pdn.png
Scale bar: 100 um. Pins as bars on the die edge.
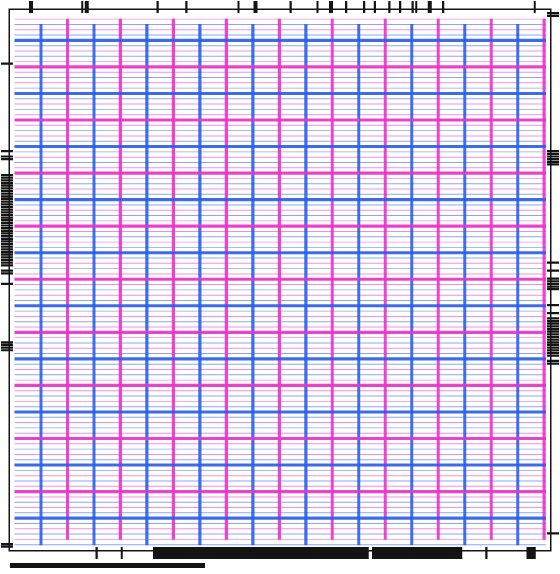
cell_classes.png
Scale bar: 100 um.
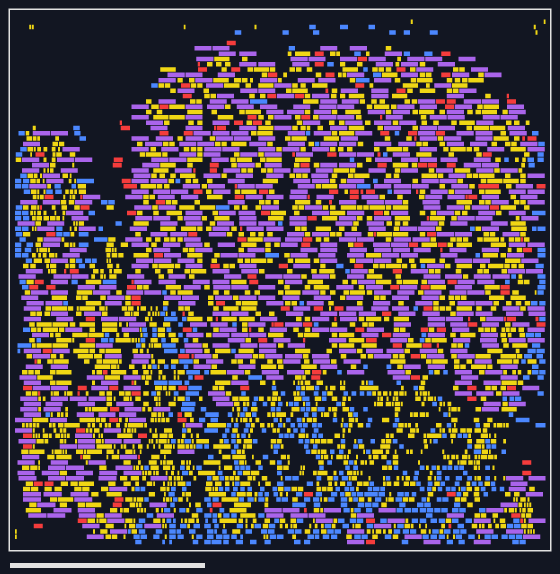
clock_map.png
Scale bar: 100 um.
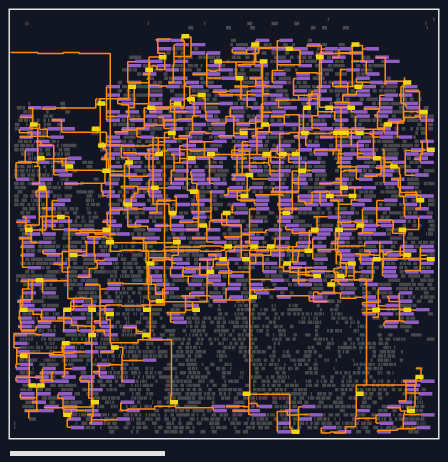
metal_stack.png
Two of the layers only.
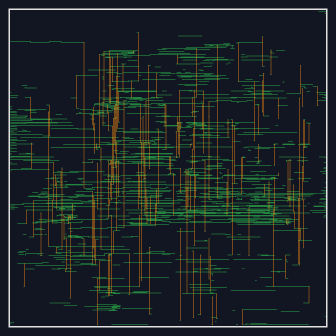
final_placement.png
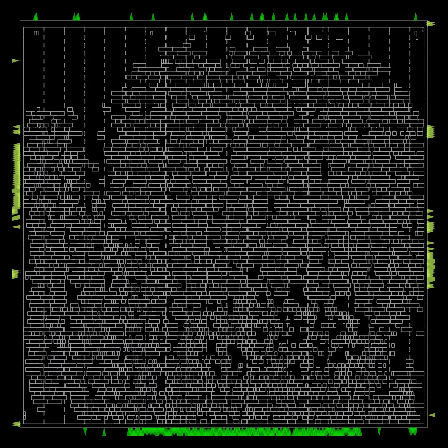
--- config.mk ---
export PLATFORM = sky130hd
export DESIGN_NAME = branch_predict_unit_flat
export DESIGN_NICKNAME = d
export VERILOG_FILES = /design/src/rtl/branch_predict_unit_pkg.sv /design/src/rtl/branch_predict_unit_if.sv /design/src/rtl/branch_predict_unit_btb_table.sv /design/src/rtl/branch_predict_unit.sv /design/src/flat_wrapper.sv
export SDC_FILE = /design/constraint.sdc
export NUM_CORES = 2
export LEC_CHECK = 0
export ABC_CLOCK_PERIOD_IN_PS = 6100
export CORE_MARGIN = 2
export CORE_UTILIZATION = 46
export CTS_BUF_LIST = sky130_fd_sc_hd__clkbuf_8
export CTS_CLUSTER_SIZE = 24
export DETAILED_ROUTE_END_ITERATION = 10
export PLACE_DENSITY = 0.67
export SYNTH_ARGS = -nofsm -noshare
export SYNTH_HDL_FRONTEND = slang
export SYNTH_SLANG_ARGS = --single-unit
export TNS_END_PERCENT = 100
--- constraint.sdc ---
create_clock -name clk -period 6.1 [get_ports clk]
set_clock_uncertainty 0.1 [all_clocks]
set_input_delay 1.525 -clock clk [delete_from_list [all_inputs] [get_ports clk]]
set_output_delay 1.525 -clock clk [all_outputs]
set_load 0.005 [all_outputs]
--- src/rtl/branch_predict_unit_pkg.sv ---
// Shared types and helpers for the branch predict unit.
//   btb_entry_t : one BTB line (valid, tag, predicted target)
//   bp_state_e  : top-level run/halt state
//   wr_op_e     : training operation applied to one BTB line
//   sat_update  : 2-bit saturating direction counter step
package bp_pkg;

  // Default geometry. The struct tag width follows these, so a top-level
  // override of PC_W/IDX_W must be mirrored here.
  localparam int BP_PC_W  = 9;
  localparam int BP_IDX_W = 4;
  localparam int BP_TAG_W = BP_PC_W - BP_IDX_W - 2;

  localparam logic [1:0] CTR_SNT = 2'd0;
  localparam logic [1:0] CTR_WNT = 2'd1;
  localparam logic [1:0] CTR_WT  = 2'd2;
  localparam logic [1:0] CTR_ST  = 2'd3;

  typedef struct packed {
    logic                valid;
    logic [BP_TAG_W-1:0] tag;
    logic [31:0]         target;
  } btb_entry_t;

  typedef enum logic {
    RUN    = 1'b0,
    HALTED = 1'b1
  } bp_state_e;

  typedef enum logic [1:0] {
    WR_NONE   = 2'd0,
    WR_BRANCH = 2'd1,
    WR_JAL    = 2'd2,
    WR_INV    = 2'd3
  } wr_op_e;

  function automatic logic [1:0] sat_update(input logic [1:0] ctr, input logic taken);
    if (taken) return (ctr == CTR_ST)  ? CTR_ST  : ctr + 2'd1;
    else       return (ctr == CTR_SNT) ? CTR_SNT : ctr - 2'd1;
  endfunction

endpackage

--- src/rtl/branch_predict_unit_if.sv ---
// Bus between the pipeline (master: PC register + execute stage) and the
// branch predict unit (slave).
//   fetch   : f_pc -> pred_taken, pred_target
//   execute : ex_* -> pc_four, jsel, redirect, redirect_pc
//   status  : halted, stat_branches, stat_mispredicts
interface branch_predict_unit_if #(
  parameter int PC_W   = 9,
  parameter int STAT_W = 32
);
  logic [PC_W-1:0]   f_pc;
  logic              pred_taken;
  logic [31:0]       pred_target;

  logic              ex_valid;
  logic [PC_W-1:0]   ex_pc;
  logic [31:0]       ex_imm;
  logic              ex_branch;
  logic              ex_jal;
  logic              ex_jalr;
  logic              ex_halt;
  logic [31:0]       ex_alu_result;
  logic              ex_pred_taken;
  logic [31:0]       ex_pred_target;

  logic [31:0]       pc_four;
  logic              jsel;
  logic              redirect;
  logic [31:0]       redirect_pc;
  logic              halted;
  logic [STAT_W-1:0] stat_branches;
  logic [STAT_W-1:0] stat_mispredicts;

  modport master (
    output f_pc, ex_valid, ex_pc, ex_imm, ex_branch, ex_jal, ex_jalr, ex_halt,
           ex_alu_result, ex_pred_taken, ex_pred_target,
    input  pred_taken, pred_target, pc_four, jsel, redirect, redirect_pc,
           halted, stat_branches, stat_mispredicts
  );

  modport slave (
    input  f_pc, ex_valid, ex_pc, ex_imm, ex_branch, ex_jal, ex_jalr, ex_halt,
           ex_alu_result, ex_pred_taken, ex_pred_target,
    output pred_taken, pred_target, pc_four, jsel, redirect, redirect_pc,
           halted, stat_branches, stat_mispredicts
  );
endinterface

--- src/rtl/branch_predict_unit_btb_table.sv ---
// Direct-mapped BTB storage with per-line 2-bit direction counters.
//   clk, reset_n       : clock, async active-low clear (lines invalid, ctr=WNT)
//   rd_idx             : fetch-side index
//   rd_entry, rd_taken : combinational read of registered line / ctr MSB
//   wr_op, wr_idx,
//   wr_tag, wr_target,
//   wr_taken           : training op, applied at the next rising edge
// The tag compare for training is done here against the registered line, so
// a same-cycle fetch read of the line being trained sees the old contents.
module btb_table
  import bp_pkg::*;
#(
  parameter int IDX_W = BP_IDX_W
) (
  input  logic                clk,
  input  logic                reset_n,
  input  logic [IDX_W-1:0]    rd_idx,
  output btb_entry_t          rd_entry,
  output logic                rd_taken,
  input  wr_op_e              wr_op,
  input  logic [IDX_W-1:0]    wr_idx,
  input  logic [BP_TAG_W-1:0] wr_tag,
  input  logic [31:0]         wr_target,
  input  logic                wr_taken
);

  localparam int N = 1 << IDX_W;

  btb_entry_t ent_q [N];
  btb_entry_t ent_d [N];
  logic [1:0] ctr_q [N];
  logic [1:0] ctr_d [N];
  logic       wr_hit;

  assign rd_entry = ent_q[rd_idx];
  assign rd_taken = ctr_q[rd_idx][1];

  always_comb begin
    ent_d  = ent_q;
    ctr_d  = ctr_q;
    wr_hit = ent_q[wr_idx].valid && (ent_q[wr_idx].tag == wr_tag);
    unique case (wr_op)
      WR_BRANCH: begin
        if (wr_hit) begin
          ent_d[wr_idx].target = wr_target;
          ctr_d[wr_idx]        = sat_update(ctr_q[wr_idx], wr_taken);
        end else if (wr_taken) begin
          // Only taken branches allocate, so a fresh line always starts WT.
          ent_d[wr_idx] = '{valid: 1'b1, tag: wr_tag, target: wr_target};
          ctr_d[wr_idx] = CTR_WT;
        end
      end
      WR_JAL: begin
        ent_d[wr_idx] = '{valid: 1'b1, tag: wr_tag, target: wr_target};
        ctr_d[wr_idx] = CTR_ST;
      end
      WR_INV: begin
        if (wr_hit) ent_d[wr_idx].valid = 1'b0;
      end
      default: ;
    endcase
  end

  always_ff @(posedge clk or negedge reset_n) begin
    if (!reset_n) begin
      for (int i = 0; i < N; i++) begin
        ent_q[i] <= '0;
        ctr_q[i] <= CTR_WNT;
      end
    end else begin
      ent_q <= ent_d;
      ctr_q <= ctr_d;
    end
  end

endmodule

--- src/rtl/branch_predict_unit.sv ---
// Branch predict unit: BTB-based next-PC prediction at fetch, resolution of
// branch/JAL/JALR/HALT at execute with redirect on mispredict, BTB training,
// halt state and statistics.
//   clk, reset_n : clock, async active-low reset
//   bp (slave)   : fetch, execute and status signals (branch_predict_unit_if)
//
// state  | meaning
// RUN    | normal operation: predict, resolve, train, count
// HALTED | halt retired: redirect to halt_pc every cycle, tables/stats frozen
module branch_predict_unit
  import bp_pkg::*;
#(
  parameter int PC_W   = BP_PC_W,
  parameter int IDX_W  = BP_IDX_W,
  parameter int STAT_W = 32
) (
  input  logic clk,
  input  logic reset_n,
  branch_predict_unit_if.slave bp
);

  localparam int TAG_W = PC_W - IDX_W - 2;

  bp_state_e         state_q, state_d;
  logic [PC_W-1:0]   halt_pc_q, halt_pc_d;
  logic [STAT_W-1:0] stat_br_q, stat_br_d;
  logic [STAT_W-1:0] stat_mp_q, stat_mp_d;

  // Fetch side
  logic [IDX_W-1:0] f_idx;
  logic [TAG_W-1:0] f_tag;
  btb_entry_t       f_ent;
  logic             f_dir;
  logic [31:0]      f_pc4;
  logic             f_pred;

  assign f_idx  = bp.f_pc[IDX_W+1:2];
  assign f_tag  = bp.f_pc[PC_W-1:IDX_W+2];
  assign f_pc4  = 32'(bp.f_pc) + 32'd4;
  assign f_pred = (state_q == RUN) && f_ent.valid && (f_ent.tag == f_tag) && f_dir;

  assign bp.pred_taken  = f_pred;
  assign bp.pred_target = f_pred ? f_ent.target : f_pc4;

  // Execute side
  logic [31:0]      ex_pc32;
  logic [31:0]      ex_pc4;
  logic [31:0]      ex_target;
  logic             is_ctl;
  logic             act_taken;
  logic             mispredict;
  logic [IDX_W-1:0] ex_idx;
  logic [TAG_W-1:0] ex_tag;

  assign ex_pc32   = 32'(bp.ex_pc);
  assign ex_pc4    = ex_pc32 + 32'd4;
  assign ex_idx    = bp.ex_pc[IDX_W+1:2];
  assign ex_tag    = bp.ex_pc[PC_W-1:IDX_W+2];
  assign is_ctl    = bp.ex_branch | bp.ex_jal | bp.ex_jalr;
  assign act_taken = (bp.ex_branch & bp.ex_alu_result[0]) | bp.ex_jal | bp.ex_jalr;
  assign ex_target = bp.ex_jalr ? (bp.ex_alu_result & ~32'h1) : (ex_pc32 + bp.ex_imm);
  // A non-control instruction predicted taken falls out of the first term.
  assign mispredict = (act_taken != bp.ex_pred_taken) ||
                      (act_taken && (bp.ex_pred_target != ex_target));

  assign bp.pc_four = ex_pc4;
  assign bp.jsel    = bp.ex_jal | bp.ex_jalr;

  logic        redirect;
  logic [31:0] redirect_pc;
  logic        halted;
  wr_op_e      wr_op;

  always_comb begin
    state_d     = state_q;
    halt_pc_d   = halt_pc_q;
    stat_br_d   = stat_br_q;
    stat_mp_d   = stat_mp_q;
    redirect    = 1'b0;
    redirect_pc = act_taken ? ex_target : ex_pc4;
    halted      = 1'b0;
    wr_op       = WR_NONE;
    unique case (state_q)
      RUN: begin
        if (bp.ex_valid) begin
          if (bp.ex_halt) begin
            redirect    = 1'b1;
            redirect_pc = ex_pc32;
            halt_pc_d   = bp.ex_pc;
            state_d     = HALTED;
            stat_mp_d   = stat_mp_q + STAT_W'(1);
          end else begin
            redirect = mispredict;
            if (is_ctl)     stat_br_d = stat_br_q + STAT_W'(1);
            if (mispredict) stat_mp_d = stat_mp_q + STAT_W'(1);
            // JALR and plain instructions only ever remove an aliasing line.
            if (bp.ex_branch)   wr_op = WR_BRANCH;
            else if (bp.ex_jal) wr_op = WR_JAL;
            else                wr_op = WR_INV;
          end
        end
      end
      HALTED: begin
        halted      = 1'b1;
        redirect    = 1'b1;
        redirect_pc = 32'(halt_pc_q);
      end
      default: ;
    endcase
  end

  always_ff @(posedge clk or negedge reset_n) begin
    if (!reset_n) begin
      state_q   <= RUN;
      halt_pc_q <= '0;
      stat_br_q <= '0;
      stat_mp_q <= '0;
    end else begin
      state_q   <= state_d;
      halt_pc_q <= halt_pc_d;
      stat_br_q <= stat_br_d;
      stat_mp_q <= stat_mp_d;
    end
  end

  btb_table #(.IDX_W(IDX_W)) u_btb (
    .clk       (clk),
    .reset_n   (reset_n),
    .rd_idx    (f_idx),
    .rd_entry  (f_ent),
    .rd_taken  (f_dir),
    .wr_op     (wr_op),
    .wr_idx    (ex_idx),
    .wr_tag    (ex_tag),
    .wr_target (ex_target),
    .wr_taken  (act_taken)
  );

  assign bp.redirect         = redirect;
  assign bp.redirect_pc      = redirect_pc;
  assign bp.halted           = halted;
  assign bp.stat_branches    = stat_br_q;
  assign bp.stat_mispredicts = stat_mp_q;

endmodule

--- src/flat_wrapper.sv ---
// flat-port wrapper written by rule: the top's interface ports become plain ports
module branch_predict_unit_flat import bp_pkg::*;
#(
  parameter int PC_W   = BP_PC_W,
  parameter int IDX_W  = BP_IDX_W,
  parameter int STAT_W = 32
)
  (clk, reset_n, bp_f_pc, bp_ex_valid, bp_ex_pc, bp_ex_imm, bp_ex_branch, bp_ex_jal, bp_ex_jalr, bp_ex_halt, bp_ex_alu_result, bp_ex_pred_taken, bp_ex_pred_target, bp_pred_taken, bp_pred_target, bp_pc_four, bp_jsel, bp_redirect, bp_redirect_pc, bp_halted, bp_stat_branches, bp_stat_mispredicts);
  branch_predict_unit_if #(.PC_W(PC_W), .STAT_W(STAT_W)) bp_i ();
  input  logic clk;
  input  logic reset_n;
  input wire logic [$bits(bp_i.f_pc)-1:0] bp_f_pc;
  input wire logic [$bits(bp_i.ex_valid)-1:0] bp_ex_valid;
  input wire logic [$bits(bp_i.ex_pc)-1:0] bp_ex_pc;
  input wire logic [$bits(bp_i.ex_imm)-1:0] bp_ex_imm;
  input wire logic [$bits(bp_i.ex_branch)-1:0] bp_ex_branch;
  input wire logic [$bits(bp_i.ex_jal)-1:0] bp_ex_jal;
  input wire logic [$bits(bp_i.ex_jalr)-1:0] bp_ex_jalr;
  input wire logic [$bits(bp_i.ex_halt)-1:0] bp_ex_halt;
  input wire logic [$bits(bp_i.ex_alu_result)-1:0] bp_ex_alu_result;
  input wire logic [$bits(bp_i.ex_pred_taken)-1:0] bp_ex_pred_taken;
  input wire logic [$bits(bp_i.ex_pred_target)-1:0] bp_ex_pred_target;
  output wire logic [$bits(bp_i.pred_taken)-1:0] bp_pred_taken;
  output wire logic [$bits(bp_i.pred_target)-1:0] bp_pred_target;
  output wire logic [$bits(bp_i.pc_four)-1:0] bp_pc_four;
  output wire logic [$bits(bp_i.jsel)-1:0] bp_jsel;
  output wire logic [$bits(bp_i.redirect)-1:0] bp_redirect;
  output wire logic [$bits(bp_i.redirect_pc)-1:0] bp_redirect_pc;
  output wire logic [$bits(bp_i.halted)-1:0] bp_halted;
  output wire logic [$bits(bp_i.stat_branches)-1:0] bp_stat_branches;
  output wire logic [$bits(bp_i.stat_mispredicts)-1:0] bp_stat_mispredicts;
  assign bp_i.f_pc = bp_f_pc;
  assign bp_i.ex_valid = bp_ex_valid;
  assign bp_i.ex_pc = bp_ex_pc;
  assign bp_i.ex_imm = bp_ex_imm;
  assign bp_i.ex_branch = bp_ex_branch;
  assign bp_i.ex_jal = bp_ex_jal;
  assign bp_i.ex_jalr = bp_ex_jalr;
  assign bp_i.ex_halt = bp_ex_halt;
  assign bp_i.ex_alu_result = bp_ex_alu_result;
  assign bp_i.ex_pred_taken = bp_ex_pred_taken;
  assign bp_i.ex_pred_target = bp_ex_pred_target;
  assign bp_pred_taken = bp_i.pred_taken;
  assign bp_pred_target = bp_i.pred_target;
  assign bp_pc_four = bp_i.pc_four;
  assign bp_jsel = bp_i.jsel;
  assign bp_redirect = bp_i.redirect;
  assign bp_redirect_pc = bp_i.redirect_pc;
  assign bp_halted = bp_i.halted;
  assign bp_stat_branches = bp_i.stat_branches;
  assign bp_stat_mispredicts = bp_i.stat_mispredicts;
  branch_predict_unit #(.PC_W(PC_W), .IDX_W(IDX_W), .STAT_W(STAT_W)) u_core (.clk(clk), .reset_n(reset_n), .bp(bp_i));
endmodule
==> notes.md <==
Implementation status.

- The summed instance area of the synthesized netlist is 34200 um^2.
- Yosys shows that the main logic family after synthesis is AND-OR/OR-AND gates.
- Counting the buffers created by CTS gives approximately 110.
- The worst min-delay path category is reg -> reg.
- The floorplan step records an initial core utilization of 0.4664.
- The critical path data required time is between 4 and 5 ns.
- The synthesis stats list as the most numerous cell sky130_fd_sc_hd__dfrtp_1.
- The area of the multi-input gates is 16270 um^2.
- The end-of-flow timing check tallies setup violations at 4.
- The number of different library cells used by synthesis comes to around 85.
- Timing analysis after detailed placement gives a worst setup slack of -0.9628 ns.
- In this run the VDD rail shows a maximum IR drop of 195.3 uV.
- The first global-routing pass estimated approximately 180 mm of wire.
- The slowest cell on the critical path is sky130_fd_sc_hd__a221o_2.
- The run finished, with violations left.
- On the final layout, the worst hold slack is around 0.38 ns.
- The post-layout net count is 3300.
- The stage logs contain a warning count of 40.
- The delay of the slowest cell on the worst path is between 0.4 and 0.5 ns.
- Entering global routing, the biggest net connects roughly 120 pins.
- The mean cell area of the mapped netlist is around 13 um^2.
- The initial antenna violation count is 5.
- The leakage dissipation is 0.01920 uW.
- The power density over the cells is 246.2 nW/um^2.
- The report puts the hold buffer count at CTS at 0.
- The final max-slew violation count recorded for this run is 0.
- The share of final-layout standard cells stronger than drive strength 1 is 0.2721.
- In this run the layout overhead on the synthesized area is reported as 24.08%.
- The fraction of synthesis flops using an asynchronous set or reset pin is 1.000.
- The count of buffers from port buffering is between 200 and 300.
- The synthesized design spends more area on one cell type than any other, namely sky130_fd_sc_hd__dfrtp_1.
- The cell total after placement is between 3000 and 4000.
- Of the synthesized area, sequential elements account for 0.4996.
- The number of cells produced by synthesis is between 2000 and 3000.
- The horizontal extent of the die is 276.7 um.
- The count of nets left with antenna violations once routing finished came out at 0.
- The number of clock sinks is between 600 and 700.
- Per the timing report, the most critical flop-to-flop path finishes at u_core.bp.stat_branches[31]$_DFFE_PN0P_.
- The adder-cell area share of the yosys netlist is 0.007902.
- Once routing completed, OpenROAD measured the worst setup slack at -0.02558 ns.
- The area enclosed by the die boundary is approximately 77000 um^2.
- The global route stage reports its total congestion overflow as 0.
- The commonest register cell after synthesis is sky130_fd_sc_hd__dfrtp_1.
- The number of ports placed on the die boundary is between 200 and 300.
- Among all cell classes, the greatest summed area belongs to flip-flops and latches.
- Of the total synthesized cell area, the portion taken by AND-OR and OR-AND cells is 0.1864.
- The HPWL after detailed placement is around 74 mm.
- The post-route total power is around 10000 uW.
- The final reports fail on setup timing.
- The post-synthesis share of cell area spent on xor and xnor gates is 0.03508.
- In the setup report, the worst path falls into the class in -> out.
- The setup check on the worst reg-to-reg path leaves a slack of between 2 and 2.5 ns.
- The worst setup path is captured at a primary output.
- Per the Yosys statistics, synthesis produced 2716 cells.
- The standard cell area after detailed placement is 39360 um^2.
- The start point of the worst min-delay path is u_core.halt_pc_q[3]$_DFFE_PN0P_.
## Picture notes: pdn.png
legend:
  VSS:
    color: blue
  VDD:
    color: magenta
met1 rails: 100
met4 straps: 20
met5 straps: 19

## Picture notes: cell_classes.png
legend:
  other buffers and delay cells:
    color: blue
    cells: 579
    share_of_their_area: 13%
  flip-flops:
    color: purple
    cells: 682
    share_of_their_area: 41%
  clock drivers and dummy loads:
    color: red
    cells: 203
    share_of_their_area: 5.7%
  all other logic:
    color: yellow
    cells: 1781
    share_of_their_area: 40%

## Picture notes: clock_map.png
legend:
  clock wires:
    color: orange
    length: 9540 um
  cells driving clock nets:
    color: yellow
    count: 113
  flip-flops:
    color: purple
    count: 682
routed clock nets: 114
flops lie: spread over the die
clock network power share: 0.401
power attributed to the clock group: 4190 uW
clk ins delay skew pair: 0.77 ns

## Picture notes: metal_stack.png
legend:
  met4:
    color: orange
    wire_length: 5950 um
  met3:
    color: green
    wire_length: 11900 um
total global-route track usage: 0.3141
drt total wl: 122.3 mm
routed via count: 27660

## Picture notes: final_placement.png
core utilization of the finished layout: 0.5787
flip-flop and latch count: 682

==> power breakdown <==
part	switching (uW)	leakage (uW)	total [uW]	internal, uW
Sequential	143	0.00929	4860	4710
Combinational	728	0.00856	1400	672
Clock	1970	0.00135	4190	2220
==> stage by stage <==
step | setup TNS [ns] | utilization
final | -0.05921 | 0.5787
after global routing | -0.6261 | 0.5787
after CTS | -0.08154 | 0.5752
after detailed placement | -10.25 | 0.5368
after global placement | -8.906 | 0.5368
after floorplan | 0 | -
==> layer usage <==
metal,vias to the layer above,GRT usage,part of all wire
met5,-,0,0.00033
met4,6,0.1441,0.049
met3,386,0.07981,0.098
met2,1667,0.4881,0.46
met1,14340,0.4163,0.39
li1,11260,-,-
Power and IR drop assume default switching activity.
